Fig. 1: run 1, wires at chosen ports, followed through buffers
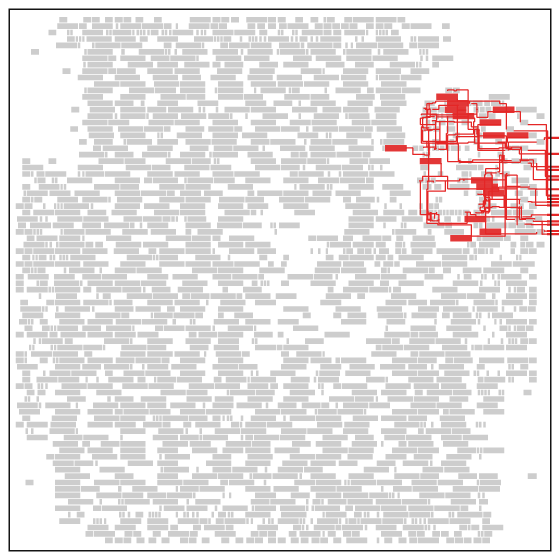
Fig. 2: run 1, clock nets
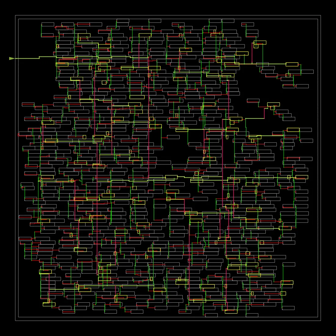
Fig. 3: run 1, signal wires by layer
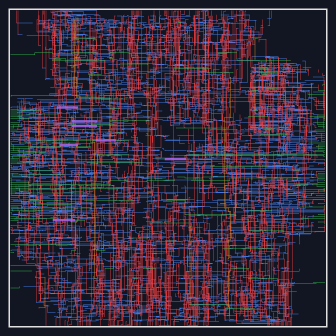
===== src/rtl/streaming_pipeline_pkg.sv =====
// Shared constants and the feeder state type for the streaming count-connected pipeline.
package streaming_pipeline_pkg;

    localparam int unsigned GRAPH_WIDTH         = 128;
    localparam int unsigned CONNECT_COUNT_WIDTH = 6;

    typedef enum logic [2:0] {
        S_IDLE,
        S_STREAM,
        S_DRAIN_ISSUE,
        S_DRAIN_WAIT,
        S_DONE
    } feederState_e;

endpackage


===== src/rtl/feeder_skid_fifo.sv =====
// Show-ahead skid FIFO with registered full/empty flags; pointers carry one extra wrap bit.
module feeder_skid_fifo #(
    parameter int unsigned WIDTH      = 130,
    parameter int unsigned DEPTH_LOG2 = 2
) (
    input  logic             clk,
    input  logic             rst,
    input  logic             push,
    input  logic [WIDTH-1:0] din,
    input  logic             pop,
    output logic [WIDTH-1:0] dout,
    output logic             full,
    output logic             empty
);

    localparam int unsigned DEPTH = 1 << DEPTH_LOG2;
    localparam int unsigned PTR_W = DEPTH_LOG2 + 1;

    logic [WIDTH-1:0] mem [DEPTH];
    logic [PTR_W-1:0] wrPtr;
    logic [PTR_W-1:0] rdPtr;
    logic [PTR_W-1:0] wrPtrNext;
    logic [PTR_W-1:0] rdPtrNext;
    logic             doPush;
    logic             doPop;

    assign doPush = push && !full;
    assign doPop  = pop && !empty;
    assign dout   = mem[rdPtr[DEPTH_LOG2-1:0]];

    always_comb begin
        wrPtrNext = wrPtr + PTR_W'(doPush);
        rdPtrNext = rdPtr + PTR_W'(doPop);
    end

    // Flags are computed from next pointers so they are valid straight out of the flop.
    always_ff @(posedge clk or negedge rst) begin
        if (!rst) begin
            wrPtr <= '0;
            rdPtr <= '0;
            empty <= 1'b1;
            full  <= 1'b0;
        end else begin
            wrPtr <= wrPtrNext;
            rdPtr <= rdPtrNext;
            empty <= (wrPtrNext == rdPtrNext);
            full  <= (wrPtrNext[DEPTH_LOG2] != rdPtrNext[DEPTH_LOG2]) &&
                     (wrPtrNext[DEPTH_LOG2-1:0] == rdPtrNext[DEPTH_LOG2-1:0]);
        end
    end

    always_ff @(posedge clk) begin
        if (doPush) begin
            mem[wrPtr[DEPTH_LOG2-1:0]] <= din;
        end
    end

endmodule


===== src/rtl/streaming_graph_feeder.sv =====
// Issue-side feeder for the count-connected core: skid-buffers graphs, issues under backpressure,
// tracks bots in flight and flags job drain. FEEDER_STALL_COUNTER_EN adds the stallCycles counter.
module streaming_graph_feeder
    import streaming_pipeline_pkg::*;
#(
    parameter int unsigned EXTRA_DATA_WIDTH  = 1,
    parameter int unsigned OUTSTANDING_WIDTH = 16,
    parameter int unsigned SKID_DEPTH_LOG2   = 2
) (
    input  logic                         clk,
    input  logic                         rst,
    input  logic                         srcValid,
    input  logic [GRAPH_WIDTH-1:0]       srcGraph,
    input  logic [EXTRA_DATA_WIDTH-1:0]  srcExtra,
    input  logic                         srcLast,
    output logic                         srcReady,
    output logic                         isBotValid,
    output logic [GRAPH_WIDTH-1:0]       graphOut,
    output logic [EXTRA_DATA_WIDTH-1:0]  extraDataOut,
    input  logic                         slowDownInput,
    input  logic                         resultValid,
    output logic [OUTSTANDING_WIDTH-1:0] outstanding,
    output logic                         busy,
    output logic                         jobDone,
`ifdef FEEDER_STALL_COUNTER_EN
    output logic [31:0]                  stallCycles,
`endif
    output logic                         protocolError
);

    localparam int unsigned FIFO_WIDTH = GRAPH_WIDTH + EXTRA_DATA_WIDTH + 1;

    feederState_e                 state;
    feederState_e                 stateNext;
    logic                         resetDone;
    logic                         slowRegistered;
    logic                         strayWindow;
    logic                         fifoFull;
    logic                         fifoEmpty;
    logic [FIFO_WIDTH-1:0]        fifoHead;
    logic [GRAPH_WIDTH-1:0]       headGraph;
    logic [EXTRA_DATA_WIDTH-1:0]  headExtra;
    logic                         unusedHeadLast;
    logic                         accept;
    logic                         issue;
    logic                         underflow;
    logic [OUTSTANDING_WIDTH-1:0] outstandingNext;

    assign {unusedHeadLast, headExtra, headGraph} = fifoHead;
    assign accept = srcValid && srcReady;
    assign issue  = !fifoEmpty && !slowRegistered && (outstanding != '1) &&
                    ((state == S_STREAM) || (state == S_DRAIN_ISSUE));

    feeder_skid_fifo #(
        .WIDTH      (FIFO_WIDTH),
        .DEPTH_LOG2 (SKID_DEPTH_LOG2)
    ) u_skid (
        .clk   (clk),
        .rst   (rst),
        .push  (accept),
        .din   ({srcLast, srcExtra, srcGraph}),
        .pop   (issue),
        .dout  (fifoHead),
        .full  (fifoFull),
        .empty (fifoEmpty)
    );

    // In-flight accounting; results arriving before the first accept after reset are stale.
    always_comb begin
        outstandingNext = outstanding;
        underflow       = 1'b0;
        if (issue && !resultValid) begin
            outstandingNext = outstanding + OUTSTANDING_WIDTH'(1);
        end else if (!issue && resultValid) begin
            if (outstanding == '0) begin
                underflow = !strayWindow;
            end else begin
                outstandingNext = outstanding - OUTSTANDING_WIDTH'(1);
            end
        end
    end

    always_ff @(posedge clk or negedge rst) begin
        if (!rst) begin
            state <= S_IDLE;
        end else begin
            state <= stateNext;
        end
    end

    always_comb begin
        stateNext = state;
        unique case (state)
            S_IDLE:        if (accept) stateNext = srcLast ? S_DRAIN_ISSUE : S_STREAM;
            S_STREAM:      if (accept && srcLast) stateNext = S_DRAIN_ISSUE;
            S_DRAIN_ISSUE: if (fifoEmpty) stateNext = S_DRAIN_WAIT;
            S_DRAIN_WAIT:  if (outstandingNext == '0) stateNext = S_DONE;
            S_DONE:        stateNext = S_IDLE;
            default:       stateNext = S_IDLE;
        endcase
    end

    always_comb begin
        srcReady = 1'b0;
        busy     = 1'b0;
        jobDone  = 1'b0;
        srcReady = resetDone && !fifoFull && ((state == S_IDLE) || (state == S_STREAM));
        busy     = (state != S_IDLE);
        jobDone  = (state == S_DONE);
    end

    always_ff @(posedge clk or negedge rst) begin
        if (!rst) begin
            resetDone      <= 1'b0;
            slowRegistered <= 1'b0;
            strayWindow    <= 1'b1;
            outstanding    <= '0;
            protocolError  <= 1'b0;
            isBotValid     <= 1'b0;
            graphOut       <= '0;
            extraDataOut   <= '0;
        end else begin
            resetDone      <= 1'b1;
            slowRegistered <= slowDownInput;
            outstanding    <= outstandingNext;
            isBotValid     <= issue;
            if (accept) begin
                strayWindow <= 1'b0;
            end
            if (underflow) begin
                protocolError <= 1'b1;
            end
            if (issue) begin
                graphOut     <= headGraph;
                extraDataOut <= headExtra;
            end
        end
    end

`ifdef FEEDER_STALL_COUNTER_EN
    // Cycles with work queued but held off by the core's slowdown request.
    always_ff @(posedge clk or negedge rst) begin
        if (!rst) begin
            stallCycles <= '0;
        end else if ((state == S_IDLE) && (stateNext != S_IDLE)) begin
            stallCycles <= '0;
        end else if (!fifoEmpty && slowRegistered && (stallCycles != '1)) begin
            stallCycles <= stallCycles + 32'd1;
        end
    end
`endif

endmodule


===== config.mk =====
export PLATFORM = sky130hd
export DESIGN_NAME = streaming_graph_feeder
export DESIGN_NICKNAME = d
export VERILOG_FILES = /design/src/rtl/streaming_pipeline_pkg.sv /design/src/rtl/feeder_skid_fifo.sv /design/src/rtl/streaming_graph_feeder.sv
export SDC_FILE = /design/constraint.sdc
export NUM_CORES = 1
export LEC_CHECK = 0
export CAP_MARGIN = 20
export CORE_MARGIN = 2
export CORE_UTILIZATION = 50
export CTS_BUF_LIST = sky130_fd_sc_hd__clkbuf_16
export CTS_CLUSTER_DIAMETER = 50
export DETAILED_ROUTE_END_ITERATION = 16
export PLACE_DENSITY = 0.72
export SLEW_MARGIN = 0
export SYNTH_ARGS = -nofsm -noshare
export SYNTH_HDL_FRONTEND = slang
export SYNTH_SLANG_ARGS = --single-unit

===== constraint.sdc =====
create_clock -name clk -period 14.17 [get_ports clk]
set_input_delay 2.834 -clock clk [delete_from_list [all_inputs] [get_ports clk]]
set_output_delay 2.834 -clock clk [all_outputs]
set_load 0.005 [all_outputs]

==> notes.md, run 1 <==
yosys + openroad results -> CTS tree=done, hold_sp=protocolError, Worst Path Required=14610 ps, global placer's final weighted congestion=between 0.7 and 0.8, WHS Path Cells=1, post-placement cell count=2318, fraction of layout cells with a size suffix above 1=between 10% and 20%, vias per std cell=5.41, Final WS setup=8370 ps, type of origin of the critical path=input port, Worst path depth=10, measured slew at the worst slew-check pin=1070 ps, fin area=~31000 sq um, P&R area growth vs syn=23.6%, Yosys Instances=1408, GRT busiest layer=met2, f_max=~0.17 GHz, DR DRC count=0, cell area power density=just under 200 nW/um^2, Well Taps=672, P_int=4360 uW, CP endpoint=state[1], Combinational Gates=658, gr usage total=21.3%, max FFs per register=516, fin crit share=roughly two fifths, wire per inst=22.1 um, bufs w/o clock=303, Mux cell area share=11.5%, top post-synthesis cells by count=edfxtp_1 (516), nand2_1 (399), dfrtp_1 (159), adder share=less than 1%, Unique masters post-synth=53, top power group=sequential cells, status=completed, post-layout min period=5800 ps, setup slack, reg-to-reg=roughly 10000 ps, M2 GR Usage=about 33%, Latency at later pin=600 ps, vias=13300, most frequent cells in the layout=edfxtp_1 (516), nand2_1 (398), clkdlybuf4s50_1 (283), critical path fanouts, max=12, CP peak stage delay=670 ps, die area=52200 sq um, synth warn=0, Die W=around 230 um, NetSw=1800 uW, metal3 WL=3.76 mm, maximum VDD drop=0.117 mV, number of buffers on the longest clock path=3, Antenna diodes=7, inverters=8, row cnt=82, top cells, area=edfxtp_1 (61%), dfrtp_1 (16%), mux4_2 (12%), nand2_1 (5.9%), clkbuf_1 (0.91%), Crit path max-delay family=simple AND/OR/NAND/NOR gates, post-cts repair resize count=0, yosys stat area=approximately 25000 sq um, DRT iter0 DRCs=1094, fin util=around 62%, switch share=a little under 30%, Synth Area in Simple Gates=under 10%, Comb pwr share=26.9%, RSZ-0062 raised after global routing=no, Nets=1862, postcts setup bufs=0, met1 global-route usage=a little under a third, ys flop type=edfxtp_1, fraction of registers with async set/reset=23.8%, final setup TNS=0 ps, drt pass-1 iters=5, EDFF count, synth=516, final slew viol count=0, Comb. pwr=between 1500 and 2000 uW, slowest cell on the critical path=clkdlybuf4s50_1, multi-input gate share of total cell area=17.4%, most frequent logic cell in the layout=edfxtp_1, Clock H-tree levels=3, hold_buf cts=0, DR WL met2=25.7 mm, final count of hold timing violations=0, xor/xnor share=0.695%, sequential share of cell area=62.7%, Clock power frac=29.4%, # clock sinks=slightly below 700, Clock transition at path regs=50 ps, Place WS=between 7000 and 8000 ps, Rel. slew slack=around 28%, grt ovf=0, Mapped Cells=1408, ao+oa area frac=0.844%, buffering overhead=9.59%, Synth Seq Share=between 70 and 80%, cell taking the most area after synthesis=edfxtp_1, largest net degree at the start of global routing=73, core utilization at floorplan=50.4%, Crit Path Class=input port to flop, Final Power=approximately 6000 uW, FF-to-FF Start=outstanding[1], Post-Layout Cell Count=2458, post-place instance area=28800 sq um, Seq. pwr=2690 uW, post-synth top area share=61.5%, Dominant comb cell=multiplexers, Avg Synthesized Cell Area=17.9 sq um, Critical path buffers and inverters=1, remaining antenna violation count=0, first-pass GRT wire length=83.9 mm, met3 usage=5.81%, Critical Path Sink Type=flop, Hold WC Path Type=flop to flop, Top class by area=registers, post-detail-place hpwl=between 30 and 40 mm, number of global-route vias before repair=13900, Log Warnings=28, RR Endpoint=state[1], Setup-failing EPs final=0, I/O Pins=285, core area=~50000 sq um, clock distribution power=approximately 1800 uW, highest metal used=met5, Total Routed Length=roughly 54 mm, clock buf count=77, Cell Area, Synth=25200 sq um
About Fig. 1:
legend:
  red:
    port: `outstanding`
    bits: 16
    direction: output
    end_cells: 16
    buffers: 16
    wire: 1470 um

About Fig. 2:
Num CTS Buffers: 72
flop count: 677

About Fig. 3:
legend:
  orange:
    layer: metal 4
    wire_length: 973 um
  green:
    layer: metal 3
    wire_length: 3760 um
  blue:
    layer: metal 1
    wire_length: 23.8 mm
  purple:
    layer: metal 5
    wire_length: 100 um
  red:
    layer: metal 2
    wire_length: 25.7 mm

==> run 2, diff against run 1 <==
==> constraint.sdc (replaced) <==
create_clock -name clk -period 5.7 [get_ports clk]
set_input_delay 1.14 -clock clk [delete_from_list [all_inputs] [get_ports clk]]
set_output_delay 1.14 -clock clk [all_outputs]
set_load 0.005 [all_outputs]
Fig. 4: run 2, wires at chosen ports, followed through buffers
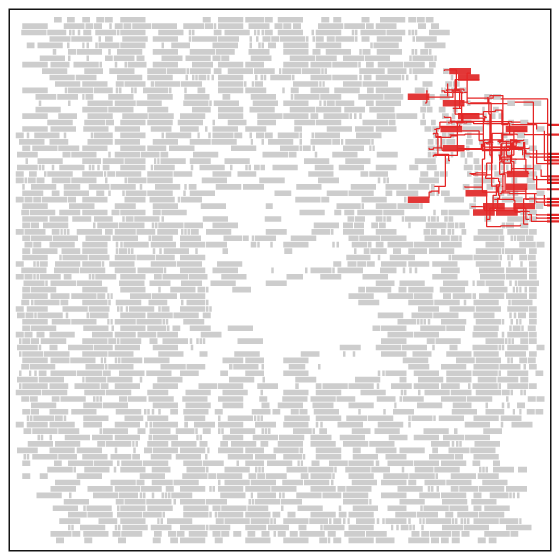
legend:
  red:
    port: `outstanding`
    bits: 16
    direction: output
    end_cells: 16
    buffers: 16
    wire: 1360 um
I/O Pins: 285
input/output buffers: 284

Fig. 5: run 2, clock distribution
Scale bar: 50 um.
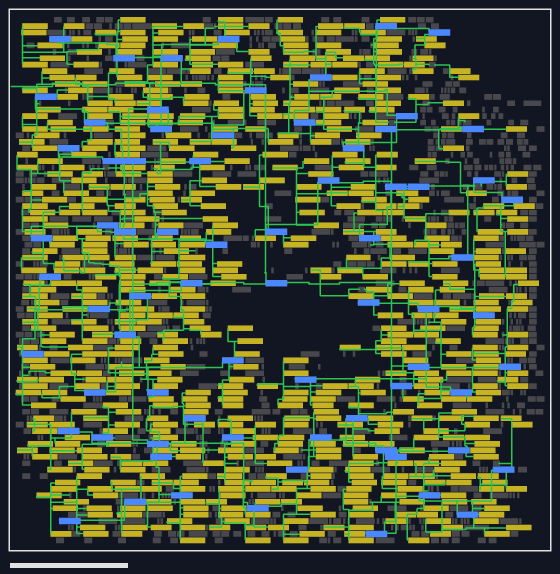
legend:
  green:
    item: clock wires
    length: 7340 um
  blue:
    item: clock drivers
    count: 73
  yellow:
    item: flip-flops
    count: 677
routed clock nets: 74
clock distribution power: 4440 uW
Clock power frac: 29.0%

==> notes.md, run 2 <==
yosys + openroad results -> Critical Path Sink Type=flop, Die W=229 um (unchanged), ao+oa area frac=0.844% (unchanged), sequential share of cell area=62.6% (-0.091 points), bufs w/o clock=300 (-0.99%), Worst path depth=10 (unchanged), Num CTS Buffers=73 (+1.4%), WHS Path Cells=2 (+1), core area=50000 sq um (unchanged), yosys stat area=25200 sq um (unchanged), DR WL met2=26.5 mm (+2.8%), fin area=31200 sq um (+0.14%), cell taking the most area after synthesis=edfxtp_1, M2 GR Usage=34.3% (+1.3 points), Post-Layout Cell Count=2456 (-0.081%), Synth Area in Simple Gates=7.96% (unchanged), Mux cell area share=11.5% (unchanged), Final WS setup=1890 ps (-6490 ps), P_int=10800 uW (+150%), Clock transition at path regs=60 ps (about the same), Hold WC Path Type=flop to flop, fraction of registers with async set/reset=23.8% (unchanged), final setup TNS=0 ps (unchanged), remaining antenna violation count=0 (unchanged), number of global-route vias before repair=14400 (+3.4%), highest metal used=met5, gr usage total=21.3% (about the same), final count of hold timing violations=0 (unchanged), max FFs per register=516 (unchanged), Comb. pwr=4150 uW (+150%), P&R area growth vs syn=23.8%, wire per inst=22.2 um (+0.31%), Crit Path Class=flop to flop, post-detail-place hpwl=30.4 mm (-8.3%), row cnt=82 (unchanged), first-pass GRT wire length=83.9 mm (about the same), Log Warnings=31 (+11%), top power group=sequential cells, GRT busiest layer=met2, Antenna diodes=7 (unchanged), post-cts repair resize count=0 (unchanged), xor/xnor share=0.695% (unchanged), Worst Path Required=6150 ps (-8460 ps), post-synth top area share=61.5% (unchanged), EDFF count, synth=516 (unchanged), Critical path buffers and inverters=1 (unchanged), drt pass-1 iters=5 (unchanged), DRT iter0 DRCs=881 (-19%), DR DRC count=0 (unchanged), measured slew at the worst slew-check pin=981 ps (-92.5 ps), largest net degree at the start of global routing=107 (+47%), status=completed, multi-input gate share of total cell area=17.4% (about the same), inverters=8 (unchanged), post-placement cell count=2315 (-0.13%), met3 usage=6.00% (+0.19 points), Rel. slew slack=34.6% (+6.2 points), FF-to-FF Start=outstanding[0], Top class by area=registers, postcts setup bufs=0 (unchanged), # clock sinks=677 (unchanged), number of buffers on the longest clock path=3 (unchanged), cell area power density=490 nW/um^2 (+150%), Nets=1860 (-0.11%), synth warn=0 (unchanged), CP endpoint=state[1], Unique masters post-synth=53 (unchanged), Seq. pwr=6700 uW (+150%), critical path fanouts, max=39 (+27), Register Area=between 15000 and 20000 sq um, Comb pwr share=27.1% (+0.2 points), Avg Synthesized Cell Area=17.9 sq um (unchanged), fraction of layout cells with a size suffix above 1=14.9% (-0.38 points), post-place instance area=28900 sq um (+0.29%), Setup-failing EPs final=0 (unchanged), Latency at later pin=590 ps (about the same), grt ovf=0 (unchanged), met1 global-route usage=28.2% (-1.8 points), core utilization at floorplan=50.4% (unchanged), fin crit share=66.9%, Mapped Cells=1408 (unchanged), Clock H-tree levels=3 (unchanged), hold_buf cts=0 (unchanged), RSZ-0062 raised after global routing=no, setup slack, reg-to-reg=1890 ps (-8080 ps), type of origin of the critical path=flop, Combinational Gates=658 (unchanged), Dominant comb cell=multiplexers, Final Power=15300 uW (+150%), most frequent logic cell in the layout=edfxtp_1, slowest cell on the critical path=nand2_4, flop count=677 (unchanged), Total Routed Length=54.5 mm (+0.23%), most frequent cells in the layout=edfxtp_1 (516), nand2_1 (398), clkdlybuf4s50_1 (283), die area=52200 sq um (unchanged), top cells, area=edfxtp_1 (61%), dfrtp_1 (16%), mux4_2 (12%), nand2_1 (5.9%), clkbuf_1 (0.91%), ys flop type=edfxtp_1, top post-synthesis cells by count=edfxtp_1 (516), nand2_1 (399), dfrtp_1 (159)
==> run 3, diff against run 2 <==
--- a/config.mk
+++ b/config.mk
@@ -11,7 +11,7 @@
 export CTS_BUF_LIST = sky130_fd_sc_hd__clkbuf_16
 export CTS_CLUSTER_DIAMETER = 50
 export DETAILED_ROUTE_END_ITERATION = 16
-export PLACE_DENSITY = 0.72
+export PLACE_DENSITY = 0.75
 export SLEW_MARGIN = 0
 export SYNTH_ARGS = -nofsm -noshare
 export SYNTH_HDL_FRONTEND = slang
==> constraint.sdc (replaced) <==
create_clock -name clk -period 3.35 [get_ports clk]
set_input_delay 0.67 -clock clk [delete_from_list [all_inputs] [get_ports clk]]
set_output_delay 0.67 -clock clk [all_outputs]
set_load 0.005 [all_outputs]
Fig. 6: run 3, wires at chosen ports, followed through buffers
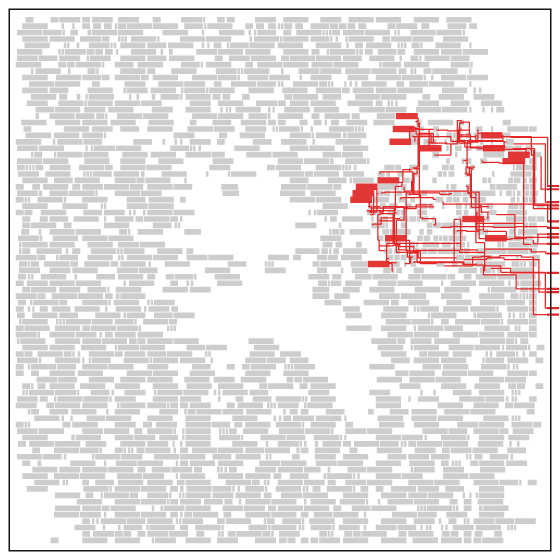
legend:
  red:
    port: `outstanding`
    bits: 16
    direction: output
    end_cells: 16
    buffers: 29
    wire: 1880 um

Fig. 7: run 3, signal wires by layer
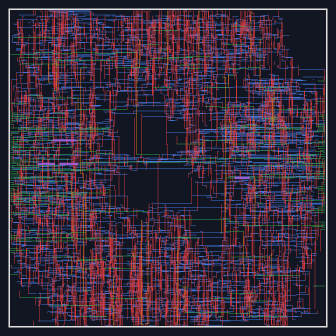
legend:
  blue:
    layer: metal 1
    wire_length: 22.7 mm
  red:
    layer: metal 2
    wire_length: 27.4 mm
  green:
    layer: metal 3
    wire_length: 3700 um
  orange:
    layer: metal 4
    wire_length: 1150 um
  purple:
    layer: metal 5
    wire_length: 47.8 um

==> notes.md, run 3 <==
yosys + openroad results -> status=completed, highest metal used=met5, CP endpoint=state[1], Dominant comb cell=multiplexers, Clock transition at path regs=60 ps (about the same), slowest cell on the critical path=or4bb_4, die area=52200 sq um (unchanged), most frequent logic cell in the layout=edfxtp_1, clock distribution power=8380 uW (+89%), Comb pwr share=28.9% (+1.8 points), yosys stat area=25200 sq um (unchanged), Unique masters post-synth=53 (unchanged), Hold WC Path Type=input port to asynchronous set/reset pin, ao+oa area frac=0.844% (unchanged), post-cts repair resize count=0 (unchanged), Avg Synthesized Cell Area=17.9 sq um (unchanged), number of global-route vias before repair=14600 (+1.4%), measured slew at the worst slew-check pin=1040 ps (+62.6 ps), number of buffers on the longest clock path=3 (unchanged), # clock sinks=677 (unchanged), post-place instance area=29300 sq um (+1.5%), fin crit share=96.5% (+30 points), Mux cell area share=11.5% (unchanged), Top class by area=registers, Final Power=27300 uW (+79%), flop count=677 (unchanged), ys flop type=edfxtp_1, M2 GR Usage=36.2% (+1.8 points), largest net degree at the start of global routing=84 (-21%), synth warn=0 (unchanged), DR WL met2=27.4 mm (+3.6%), met1 global-route usage=28.5% (+0.24 points), fraction of registers with async set/reset=23.8% (unchanged), GRT busiest layer=met2, syn nets=1550, Clock power frac=30.7% (+1.7 points), postcts setup bufs=0 (unchanged), Num CTS Buffers=74 (+1.4%), Comb. pwr=7890 uW (+90%), wire per inst=22.0 um (-0.97%), Place WS=-371 ps, core utilization at floorplan=50.4% (unchanged), critical path fanouts, max=7 (-82%), cell area power density=854 nW/um^2 (+74%), input/output buffers=284 (unchanged), Die W=229 um (unchanged), remaining antenna violation count=0 (unchanged), FF-to-FF Start=outstanding[1], Clock H-tree levels=3 (unchanged), setup slack, reg-to-reg=120 ps (-1770 ps), post-placement cell count=2359 (+1.9%), most frequent cells in the layout=edfxtp_1 (516), nand2_1 (398), clkdlybuf4s50_1 (283), Setup-failing EPs final=0 (unchanged), Worst path depth=12 (+2), met3 usage=5.29% (-0.71 points), DR DRC count=0 (unchanged), drt pass-1 iters=5 (unchanged), multi-input gate share of total cell area=17.2% (-0.21 points), Register Area=19500 sq um (about the same), post-detail-place hpwl=31.6 mm (+3.9%), Worst Path Required=3820 ps (-2330 ps), I/O Pins=285 (unchanged), grt ovf=0 (unchanged), inverters=8 (unchanged), Log Warnings=29 (-6.5%), Critical Path Sink Type=flop, top power group=sequential cells, post-synth top area share=61.5% (unchanged), Mapped Cells=1408 (unchanged), sequential share of cell area=61.1% (-1.6 points), Nets=1909 (+2.6%), bufs w/o clock=348 (+16%), final count of hold timing violations=0 (unchanged), P_int=19400 uW (+79%), Antenna diodes=4 (-3), Combinational Gates=658 (unchanged), Final WS setup=118 ps (-1770 ps), Rel. slew slack=30.4% (-4.2 points), P&R area growth vs syn=27.0%, cell taking the most area after synthesis=edfxtp_1, type of origin of the critical path=flop, Critical path buffers and inverters=2 (+1)
Power and IR drop assume default switching activity.
